Figure 1. Clock network drawn from the DEF (run 1).
Bar = 20 um.
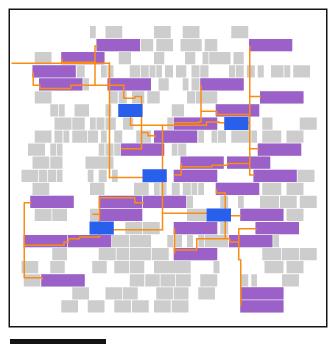
Figure 2. Clock nets (run 1).
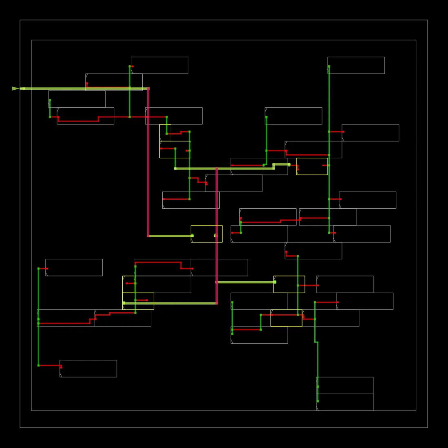
Figure 3. Close-up of the layout (run 1).
Window x 13 to 53, y 13 to 53 um. Cells in gray, sequential cells in the stronger gray; small squares are vias.
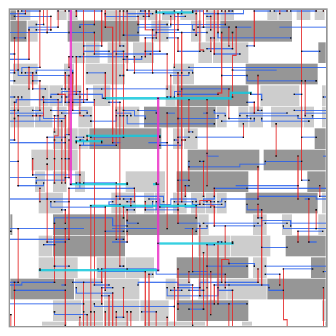
Figure 4. M3 wires (run 1).
Cells faint in the background.
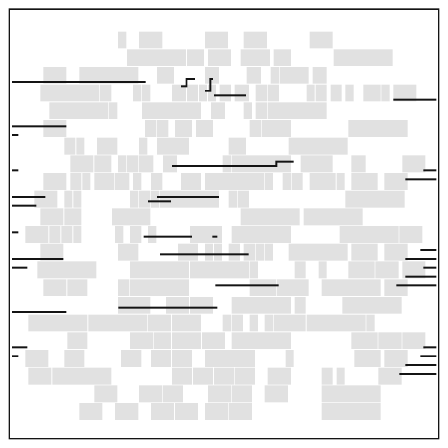
[src/rtl/cu_pkg.sv]
// Shared definitions for the pipelined control unit: ISA opcodes, immediate
// select encodings and the control bundle carried through the stage registers.
package cu_pkg;

  localparam int CNT_W = 4;

  localparam logic [3:0] OP_ADD  = 4'd0;
  localparam logic [3:0] OP_SUB  = 4'd1;
  localparam logic [3:0] OP_AND  = 4'd2;
  localparam logic [3:0] OP_OR   = 4'd3;
  localparam logic [3:0] OP_XOR  = 4'd4;
  localparam logic [3:0] OP_SLT  = 4'd5;
  localparam logic [3:0] OP_LUI  = 4'd6;
  localparam logic [3:0] OP_LW   = 4'd7;
  localparam logic [3:0] OP_SW   = 4'd8;
  localparam logic [3:0] OP_ADDI = 4'd9;
  localparam logic [3:0] OP_JALR = 4'd10;
  localparam logic [3:0] OP_BEQ  = 4'd11;
  localparam logic [3:0] OP_BNE  = 4'd12;
  localparam logic [3:0] OP_JAL  = 4'd13;
  localparam logic [3:0] OP_MUL  = 4'd14;
  localparam logic [3:0] OP_HALT = 4'd15;

  localparam logic [1:0] IMM_J    = 2'b00;
  localparam logic [1:0] IMM_I    = 2'b01;
  localparam logic [1:0] IMM_U    = 2'b10;
  localparam logic [1:0] IMM_NONE = 2'b11;

  typedef struct packed {
    logic reg_write;
    logic result_src;
    logic mem_read;
    logic mem_write;
    logic alu_src;
    logic branch;
    logic jump;
    logic is_mul;
    logic halt;
  } ctrl_t;

  localparam ctrl_t CTRL_NOP = ctrl_t'(9'd0);

endpackage

[src/rtl/cu_checker.sv]
// Protocol checks for the control unit's sideband inputs.
module cu_checker (
  input logic clk,
  input logic rst,
  input logic flush,
  input logic ext_stall,
  input logic mul_busy
);

  // A flush while a MUL still occupies EX is tolerated but signals an upstream sequencing bug.
  a_no_flush_during_mul: assert property (@(posedge clk) disable iff (rst)
    !(flush && !ext_stall && mul_busy));

endmodule

[src/rtl/cu_decoder.sv]
// Pure combinational ID-stage decode: opcode to control bundle, immediate
// select and an illegal flag for opcodes beyond the 16-entry ISA table.
module cu_decoder
  import cu_pkg::*;
#(
  parameter int OPCODE_W = 4
) (
  input  logic [OPCODE_W-1:0] opcode,
  output ctrl_t               ctrl,
  output logic [1:0]          imm_src,
  output logic                illegal
);

  logic upper_nz;

  if (OPCODE_W > 4) begin : g_wide
    assign upper_nz = |opcode[OPCODE_W-1:4];
  end else begin : g_narrow
    assign upper_nz = 1'b0;
  end

  // Opcode table lookup; widened opcodes fall through to a NOP.
  always_comb begin
    ctrl    = CTRL_NOP;
    imm_src = IMM_NONE;
    illegal = 1'b0;
    if (upper_nz) begin
      illegal = 1'b1;
    end else begin
      case (opcode[3:0])
        OP_ADD, OP_SUB, OP_AND, OP_OR, OP_XOR, OP_SLT: ctrl.reg_write = 1'b1;
        OP_LUI: begin
          imm_src = IMM_U; ctrl.alu_src = 1'b1; ctrl.reg_write = 1'b1;
        end
        OP_LW: begin
          imm_src = IMM_I; ctrl.alu_src = 1'b1; ctrl.reg_write = 1'b1;
          ctrl.result_src = 1'b1; ctrl.mem_read = 1'b1;
        end
        OP_SW: begin
          imm_src = IMM_I; ctrl.alu_src = 1'b1; ctrl.mem_write = 1'b1;
        end
        OP_ADDI: begin
          imm_src = IMM_I; ctrl.alu_src = 1'b1; ctrl.reg_write = 1'b1;
        end
        OP_JALR: begin
          imm_src = IMM_J; ctrl.alu_src = 1'b1; ctrl.reg_write = 1'b1;
        end
        OP_BEQ, OP_BNE: begin
          imm_src = IMM_I; ctrl.branch = 1'b1;
        end
        OP_JAL: begin
          imm_src = IMM_J; ctrl.jump = 1'b1;
        end
        OP_MUL: begin
          ctrl.reg_write = 1'b1; ctrl.is_mul = 1'b1;
        end
        OP_HALT: ctrl.halt = 1'b1;
        default: ctrl = CTRL_NOP;
      endcase
    end
  end

endmodule

[src/rtl/pipelined_control_unit.sv]
// ID/EX/MEM/WB control pipeline with internal load-use and MUL-occupancy
// stall generation, flush handling, illegal-opcode pulse and sticky halt.
module pipelined_control_unit
  import cu_pkg::*;
#(
  parameter int OPCODE_W    = 4,
  parameter int REG_ADDR_W  = 4,
  parameter int MUL_LATENCY = 3
) (
  input  logic                  clk,
  input  logic                  rst,
  input  logic [OPCODE_W-1:0]   opcode_id,
  input  logic [REG_ADDR_W-1:0] rs1_id,
  input  logic [REG_ADDR_W-1:0] rs2_id,
  input  logic [REG_ADDR_W-1:0] rd_id,
  input  logic                  ext_stall,
  input  logic                  flush,
  output logic [1:0]            id_ImmSrc,
  output logic                  stall_if_id,
  output logic                  ex_ALUSrc,
  output logic                  ex_Branch,
  output logic                  ex_Jump,
  output logic                  ex_is_mul,
  output logic                  mem_MemRead,
  output logic                  mem_MemWrite,
  output logic                  wb_RegWrite,
  output logic                  wb_ResultSrc,
  output logic [REG_ADDR_W-1:0] ex_rd,
  output logic [REG_ADDR_W-1:0] mem_rd,
  output logic [REG_ADDR_W-1:0] wb_rd,
  output logic                  mul_busy,
  output logic                  illegal_op,
  output logic                  halted
);

  localparam logic [CNT_W-1:0]      MUL_INIT = CNT_W'(MUL_LATENCY - 1);
  localparam logic [REG_ADDR_W-1:0] RD_ZERO  = {REG_ADDR_W{1'b0}};

  ctrl_t id_ctrl, ex_ctrl_q, ex_ctrl_d, mem_ctrl_q, mem_ctrl_d, wb_ctrl_q, wb_ctrl_d;
  logic [REG_ADDR_W-1:0] ex_rd_q, ex_rd_d, mem_rd_q, mem_rd_d, wb_rd_q, wb_rd_d;
  logic [CNT_W-1:0] mul_cnt_q, mul_cnt_d;
  logic illegal_q, illegal_d, halted_q, halted_d;
  logic id_illegal, load_use, busy;

  cu_decoder #(.OPCODE_W(OPCODE_W)) u_dec (
    .opcode  (opcode_id),
    .ctrl    (id_ctrl),
    .imm_src (id_ImmSrc),
    .illegal (id_illegal)
  );

  cu_checker u_chk (
    .clk       (clk),
    .rst       (rst),
    .flush     (flush),
    .ext_stall (ext_stall),
    .mul_busy  (busy)
  );

  assign busy     = (mul_cnt_q != {CNT_W{1'b0}});
  assign load_use = ex_ctrl_q.mem_read && (ex_rd_q != RD_ZERO) &&
                    ((ex_rd_q == rs1_id) || (ex_rd_q == rs2_id));

  // Hazard priority: ext_stall > flush > MUL occupancy > halt/load-use > advance.
  always_comb begin
    ex_ctrl_d   = ex_ctrl_q;
    ex_rd_d     = ex_rd_q;
    mem_ctrl_d  = mem_ctrl_q;
    mem_rd_d    = mem_rd_q;
    wb_ctrl_d   = wb_ctrl_q;
    wb_rd_d     = wb_rd_q;
    mul_cnt_d   = mul_cnt_q;
    illegal_d   = 1'b0;
    halted_d    = halted_q | wb_ctrl_q.halt;
    stall_if_id = 1'b1;
    if (ext_stall) begin
      stall_if_id = 1'b1;
    end else begin
      wb_ctrl_d = mem_ctrl_q;
      wb_rd_d   = mem_rd_q;
      if (flush) begin
        stall_if_id = halted_q;
        ex_ctrl_d   = CTRL_NOP;
        ex_rd_d     = RD_ZERO;
        mul_cnt_d   = {CNT_W{1'b0}};
        if (busy) begin
          mem_ctrl_d = CTRL_NOP;
          mem_rd_d   = RD_ZERO;
        end else begin
          mem_ctrl_d = ex_ctrl_q;
          mem_rd_d   = ex_rd_q;
        end
      end else if (busy) begin
        mem_ctrl_d = CTRL_NOP;
        mem_rd_d   = RD_ZERO;
        mul_cnt_d  = mul_cnt_q - {{(CNT_W-1){1'b0}}, 1'b1};
      end else if (halted_q || load_use) begin
        mem_ctrl_d = ex_ctrl_q;
        mem_rd_d   = ex_rd_q;
        ex_ctrl_d  = CTRL_NOP;
        ex_rd_d    = RD_ZERO;
      end else begin
        stall_if_id = 1'b0;
        mem_ctrl_d  = ex_ctrl_q;
        mem_rd_d    = ex_rd_q;
        ex_ctrl_d   = id_ctrl;
        ex_rd_d     = rd_id;
        illegal_d   = id_illegal;
        mul_cnt_d   = id_ctrl.is_mul ? MUL_INIT : {CNT_W{1'b0}};
      end
    end
  end

  // Stage registers, MUL counter and status flags.
  always_ff @(posedge clk or posedge rst) begin
    if (rst) begin
      ex_ctrl_q  <= CTRL_NOP;
      mem_ctrl_q <= CTRL_NOP;
      wb_ctrl_q  <= CTRL_NOP;
      ex_rd_q    <= RD_ZERO;
      mem_rd_q   <= RD_ZERO;
      wb_rd_q    <= RD_ZERO;
      mul_cnt_q  <= {CNT_W{1'b0}};
      illegal_q  <= 1'b0;
      halted_q   <= 1'b0;
    end else begin
      ex_ctrl_q  <= ex_ctrl_d;
      mem_ctrl_q <= mem_ctrl_d;
      wb_ctrl_q  <= wb_ctrl_d;
      ex_rd_q    <= ex_rd_d;
      mem_rd_q   <= mem_rd_d;
      wb_rd_q    <= wb_rd_d;
      mul_cnt_q  <= mul_cnt_d;
      illegal_q  <= illegal_d;
      halted_q   <= halted_d;
    end
  end

  logic unused_wb_bits;
  assign unused_wb_bits = ^{wb_ctrl_q.mem_read, wb_ctrl_q.mem_write, wb_ctrl_q.alu_src,
                            wb_ctrl_q.branch, wb_ctrl_q.jump, wb_ctrl_q.is_mul};

  assign ex_ALUSrc    = ex_ctrl_q.alu_src;
  assign ex_Branch    = ex_ctrl_q.branch;
  assign ex_Jump      = ex_ctrl_q.jump;
  assign ex_is_mul    = ex_ctrl_q.is_mul;
  assign mem_MemRead  = mem_ctrl_q.mem_read;
  assign mem_MemWrite = mem_ctrl_q.mem_write;
  assign wb_RegWrite  = wb_ctrl_q.reg_write;
  assign wb_ResultSrc = wb_ctrl_q.result_src;
  assign ex_rd        = ex_rd_q;
  assign mem_rd       = mem_rd_q;
  assign wb_rd        = wb_rd_q;
  assign mul_busy     = busy;
  assign illegal_op   = illegal_q;
  assign halted       = halted_q;

endmodule
[config.mk]
export PLATFORM = sky130hd
export DESIGN_NAME = pipelined_control_unit
export DESIGN_NICKNAME = d
export VERILOG_FILES = /design/src/rtl/cu_pkg.sv /design/src/rtl/cu_checker.sv /design/src/rtl/cu_decoder.sv /design/src/rtl/pipelined_control_unit.sv
export SDC_FILE = /design/constraint.sdc
export NUM_CORES = 1
export LEC_CHECK = 0
export ABC_CLOCK_PERIOD_IN_PS = 4150
export CAP_MARGIN = 10
export CORE_MARGIN = 1.5
export CORE_UTILIZATION = 40
export DETAILED_ROUTE_END_ITERATION = 7
export PLACE_DENSITY_LB_ADDON = 0.08
export SYNTH_ARGS = -nofsm -noshare
export SYNTH_HDL_FRONTEND = slang
export SYNTH_SLANG_ARGS = --single-unit
[constraint.sdc]
create_clock -name clk -period 4.15 [get_ports clk]
set_input_delay 0.415 -clock clk [delete_from_list [all_inputs] [get_ports clk]]
set_output_delay 0.415 -clock clk [all_outputs]
set_load 0.01 [all_outputs]
==> impl_metrics.yaml, run 1 <==
# physical design summary
status:
  outcome: "completed"
clock_network:
  clk_pin_slew_ps: 60
  cts_resized: 0
  cts_root_buf: "clkbuf_8"
  tritoncts: "done"
  holdBufCountCts: 0
placed_design:
  gp_congestion: 0.754
  post-place-ws_ps: 1320
  place_inst: 241
  port_buffers: 44
  dp_hpwl_mm: 2.33
synth:
  avgSynthCellArea_sq_um: 10.1
  edf_count: 0
  yosysChipArea_sq_um: 1580
  async_flop_share_pct: 100
  netlist-cell-type-count: 39
  ys_seq_elements: 32
  synthFlopType: "dfrtp_1"
  syn-num-nets: 178
  synth_area_sq_um: 1580
  area_leaders: "dfrtp_1 (51%), nand2_1 (6.2%), o21ai_0 (5.1%)"
final_layout:
  nFillCells: 342
  drive_above_1_share_pct: 11.9
  num-nets-final: 222
detailed_routing:
  drt-initial-drc-count: 64
  drt_pass1_iterations: 4
  via_per_inst: 5.19
run:
  warnings: 27
setup_path:
  r2r_slack_ps: 1740
  arrival_ps: 2410
  r2r_cells: 7
  cp.required_ps: 3730
grt:
  antenna_found_initial: 0
  gr-total-overflow: 0
  grt_usage_pct: 16.5
  grt_max_degree: 33
sta:
  maxSlewViolCount: 0
  finalCritPeriodShare_pct: 68.0
  finalHoldViolations: 0
  relSlewSlack_pct: 36.0
  rsz0062_at_grt: "no"
floorplanning:
  initCoreUtil_pct: 42.5
  num_io_pins: 46
min_path:
  holdCritStartpoint: "wb_ctrl_q[0]$_DFFE_PP0N_"
  hold_class: "register to register"
-- Figure 1 (at the start) --
[orange] clock wires | length: 383 um
[purple] flip-flops | count: 32
[blue] cells driving clock nets | count: 5
routed clock nets	6

-- Figure 2 (at the start) --
worst skew pair latency: 280 ps
CTS buffer count: 5
sinks on the clock net: 32
Clock Skews: 2.43 ps

-- Figure 3 (at the start) --
color	layer
cyan	met3
blue	met1
red	met2
magenta	met4
sequential cells in the window	18
netlist names of flops here include	`ex_ctrl_q` (4), `mem_ctrl_q` (3), `mem_rd` (3)
cells with their middle in the window	88
most frequent	dfrtp_1 (18), nand2_1 (17), o21ai_0 (10)

-- Figure 4 (at the start) --
nets with wire on the layer	31
share of all routed wire	6.0%
longest straight run	20.2 um
main direction	horizontal
wire length on this layer	191 um
routed via count: 1,293
grt met3 use: 5.62%
Total Wirelength: 3.17 mm

run 1: power breakdown:
group	internal (mW)	leakage (nW)	total, mW	switching [mW]
combinational	0.166	0.472	0.353	0.188
clock	0.132	0.0510	0.240	0.108
sequential	0.359	0.439	0.405	0.0467
run 1: final cells by class:
type	instances	area, sq um	share of cell area [%]
inverters	6	22.5	1.05
flip-flops and latches	32	801	37.4
clock inverters	2	10.0	0.468
multi-input cells	109	708	33.1
repair buffers	46	455	21.3
clock buffers	6	82.6	3.86
well taps	48	60.1	2.81
run 1: cells by family after synthesis:
kind of cell / synth area share, %
buffers and inverters: 4.36
multiplexers: 5.00
AND-OR/OR-AND: 14.9
AND/OR/NAND/NOR: 18.2
adder cells (fa/ha/maj): 1.59
flip-flops: 50.8
other: 0.238
XOR/XNOR: 5.00
run 1: worst max-delay path, stage by stage:
cell and delay, ps:
clkdlybuf4s50_1 420, xor2_1 170, nor4_4 300, o211ai_2 170
and2_2 210, a22oi_1 160, clkdlybuf4s50_1 570
run 1: per-stage QoR:
step	area [sq um]	utilization, %
6_report	2140	57.6
5_1_grt	2140	57.6
4_1_cts	2140	57.6
3_5_place_dp	2050	55.1
3_3_place_gp	2050	55.1
2_1_floorplan	1580	-
run 1: sequential cells by signal, indices dropped and copies added, names as in the netlist:
signal	cells
mem_ctrl_q	3
ex_is_mul	1
ex_Jump	1
wb_ResultSrc	1
halted	1
ex_rd	4
ex_ctrl_q	4
mem_MemWrite	1
ex_ALUSrc	1
wb_RegWrite	1
wb_rd	4
ex_Branch	1
mem_rd	4
mul_cnt_q	4
wb_ctrl_q	1
run 1: Yosys cell counts (all sizes together), types with 4 or more instances:
library cell and instances:
a21oi 4, a22o 7, buf 4, clkbuf 5
dfrtp 32, inv 6, mux2 7, nand2 26
nand3 4, nor2 7, nor4 4, o21ai 16
xor2 8
run 1: how the worst max path moves through the flow:
stage	cells past startpoint	start	slack, ps	endpoint
finish	7	rs1_id[1]	1330	stall_if_id
global route	7	rs1_id[0]	1240	stall_if_id
CTS	7	rs1_id[1]	1320	stall_if_id
detailed placement	7	rs1_id[1]	1320	stall_if_id
global placement	7	rs1_id[1]	1380	stall_if_id
floorplan	5	ex_rd[1]$_DFFE_PP0P_	2240	stall_if_id
run 1: metal layers:
layer	share of wire, %	global-route usage [%]	vias to the layer above
met2	46	26.0	42
met3	6.0	5.62	6
met5	0	0	-
met1	47	21.3	614
li1	-	-	631
met4	1.4	5.47	0
run 1: placed cells by master (no fill, tap or decap), types with 2 or more instances in the layout:
master and count:
buf_4 2, clkdlybuf4s50_1 44, nand3_1 4, mux2_2 7, nand3b_1 2, nand2_1 26
or3_1 2, nor3_1 2, ha_1 2, dfrtp_1 32, inv_1 6, nor4_1 2
a21oi_1 4, nor2_1 7, o21ai_0 16, xor2_1 8, nand2b_1 2, clkbuf_8 6
a22o_1 7, clkinv_2 2
==> run 1 -> run 2 <==
ABC_CLOCK_PERIOD_IN_PS = 2400   (was 4150)
clock period = 2.4 ns   (was 4.15 ns; I/O delays follow)
Figure 5. Clock network drawn from the DEF (run 2).
Bar = 20 um.
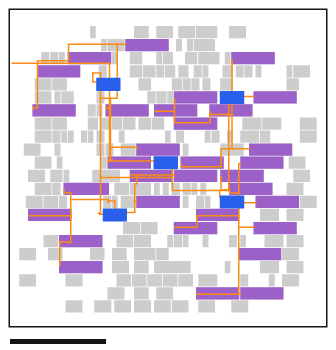
[blue] cells driving clock nets | count: 5
[orange] clock wires | length: 405 um
[purple] flip-flops | count: 32
routed clock nets	6
Clock Skews: 2.83 ps
clock power share: 23.8%

==> run 2 against run 1 <==
Compared with the run above:
- final area grew 1.1%
- combinational power grew 82%
- routed wire length grew 7.7%
- sequential share of layout area shrank 0.33 points
- clock power grew 75%
- cell count grew 1.2%
- count of clock-buffer cells in the layout is the same
- worst setup slack lost 1200 ps
- non-clock buffer count grew 3
- power grew 77%
- largest power group unchanged
- die area is the same
- highest routed layer unchanged
- sequential power grew 73%
==> impl_metrics.yaml, run 2 <==
# physical design summary
floorplanning:
  die-area_sq_um: 4330
  initCoreUtil_pct: 42.5
  rows: 22
  die_x_um: 65.8
  core_sq_um: 3720
  num_io_pins: 46
power:
  swShare_pct: 34.3
  p_int_mw: 1.16
  total_power_mw: 1.76
  power.leakage_nw: 0.972
  p_seq_share_pct: 39.7
  power.net_switching_uw: 606
  p_comb_share_pct: 36.5
synth:
  yosysChipArea_sq_um: 1580
  avgSynthCellArea_sq_um: 10.1
  ys_seq_elements: 32
  synth.top_cell.area_share_pct: 50.8
  netlist-cell-type-count: 39
  syn-num-nets: 178
  synthTopCellsByCount: "dfrtp_1 (32), nand2_1 (26), o21ai_0 (16)"
  yosys_warnings: 0
  synthCells: 156
  async_flop_share_pct: 100
  top_cell: "dfrtp_1"
  synth_area_sq_um: 1580
  area_leaders: "dfrtp_1 (51%), nand2_1 (6.2%), o21ai_0 (5.1%)"
  synthFlopType: "dfrtp_1"
  edf_count: 0
clock_network:
  clockBufferDepth: 2
  htree_levels: 2
  cts_root_buf: "clkbuf_8"
  clkSinkCount: 32
  tritoncts: "done"
  holdBufCountCts: 0
  cts_resized: 2
  post-cts-setup-buffers: 0
  clock_latency_ps: 280
  clk_pin_slew_ps: 60
  cts-buffers-inserted: 5
grt:
  antenna_found_initial: 0
  grt_first_pass_wirelength_mm: 5.73
  grt_max_degree: 33
  gr-total-overflow: 0
  grt_usage_pct: 17.7
setup_path:
  cp.required_ps: 2160
  critPathTopFamily: "simple AND/OR/NAND/NOR gates"
  worstReg2RegEnd: "ex_ctrl_q[5]$_DFFE_PP0P_"
  path_buffers: 1
  r2r_cells: 5
  cp-start-kind: "register"
  r2r_slack_ps: 560
  cp_cell_sequence: "xor2_1, nor4_2, o211ai_2, and2_2, a22oi_1, dlygate4sd2_1"
  path_depth: 6
  crit_path_max_incr_delay_ps: 460
  arrival_ps: 2030
  crit_path_end_kind: "primary output"
  slowest_stage: "dfrtp_1"
  r2r_start: "ex_rd[2]$_DFFE_PP0P_"
  worstSetupPathType: "register to primary output"
sta:
  finalHoldViolations: 0
  finalCritPeriodShare_pct: 94.4
  maxSlewViolCount: 0
  rsz0062_at_grt: "no"
  setup_viol: 0
placed_design:
  gp_congestion: 0.780
  dp_hpwl_mm: 2.48
  port_buffers: 44
detailed_routing:
  postRouteAntennaNets: 0
  drt_pass1_iterations: 6
  via_per_inst: 5.04
  drt-initial-drc-count: 92
  num_vias: 1270
  drc: 0
  wl_mm: 3.41
final_layout:
  num-nets-final: 225
  nFillCells: 340
  final_util_pct: 58.2
  layout_top_cells: "clkdlybuf4s50_1 (43), dfrtp_1 (31), nand2_1 (26), o21ai_0 (16), xor2_1 (8)"
  layout_top_cell: "clkdlybuf4s50_1"
  area_growth_pct: 37.0
  drive_above_1_share_pct: 13.7
run:
  warnings: 27
  max_cap_viol_count: 0
status:
  outcome: "completed"
min_path:
  hold_class: "input port to asynchronous set/reset pin"
-- run 2: cell types whose count changed in the layout (fill, tap and decap cells not counted), sizes merged --
cell | previous run | this run
dlygate4sd2 | 0 | 1
buf | 2 | 5
clkdlybuf4s50 | 44 | 43
-- run 2: metal layers --
layer	vias up	GRT usage [%]	wire length (um)
met4	0	7.81	68
met1	595	23.2	1600
met5	-	0	0
met2	37	27.7	1580
li1	631	-	-
met3	7	4.60	166
-- run 2: metrics by stage --
| step | hold WS, ps | instances | setup TNS (ps) | cell area, sq um | setup WS (ps) |
|---|---|---|---|---|---|
| after detailed placement | 456 | 244 | -44.8 | 2070 | -44.8 |
| after CTS | 360 | 252 | 0 | 2160 | 118 |
| after global routing | 375 | 252 | 0 | 2160 | 49.8 |
| after floorplan | 335 | 156 | 0 | 1580 | 667 |
| final | 340 | 252 | 0 | 2160 | 135 |
| after global placement | 447 | 244 | 0 | 2070 | 15.9 |
-- run 2: power groups by stage --
stage | sequential, mW | clock, mW | combinational [mW]
floorplan | 0.711 | 0 | 0.367
global placement | 0.707 | 0 | 0.630
detailed placement | 0.712 | 0 | 0.647
CTS | 0.702 | 0.432 | 0.646
global route | 0.713 | 0.462 | 0.709
finish | 0.701 | 0.419 | 0.644
-- run 2: how the worst max path moves through the flow --
stage | from | endpoint | slack (ps)
6_report | ex_rd[0]$_DFFE_PP0P_ | stall_if_id | 130
5_1_grt | ex_rd[1]$_DFFE_PP0P_ | stall_if_id | 50
4_1_cts | ex_rd[1]$_DFFE_PP0P_ | stall_if_id | 120
3_5_place_dp | rs2_id[1] | stall_if_id | -40
3_3_place_gp | rs1_id[1] | stall_if_id | 20
2_1_floorplan | ex_rd[1]$_DFFE_PP0P_ | stall_if_id | 670
-- run 2: kinds of logic after synthesis --
group,after synthesis,synth area share [%]
and+or+nand+nor,55,18.2
AOI/OAI and AO/OA,35,14.9
DFF,32,50.8
buffers and inverters,15,4.36
xor gates and xnor gates,9,5.00
muxes,7,5.00
adders and majority gates,2,1.59
other,1,0.238
-- run 2: cell type report --
class                   instances  area [sq um]  share of cell area [%]
flip-flops and latches         32           802                    37.1
inverters                       6          22.5                    1.04
clock inverters                 2          10.0                   0.463
clock buffers                   6          82.6                    3.82
multi-input cells             109           708                    32.8
repair buffers                 49           477                    22.0
well taps                      48          60.1                    2.78
-- run 2: worst reg2reg max path: cells and delay by family, from the launching register on --
| family | cells | cell delay [ps] |
|---|---|---|
| buffers and inverters | 1 | 160 |
| flip-flops | 1 | 460 |
| AND-OR/OR-AND | 2 | 370 |
| AND/OR/NAND/NOR | 2 | 760 |
No activity file was given, so power comes from the tool's default toggle rates.
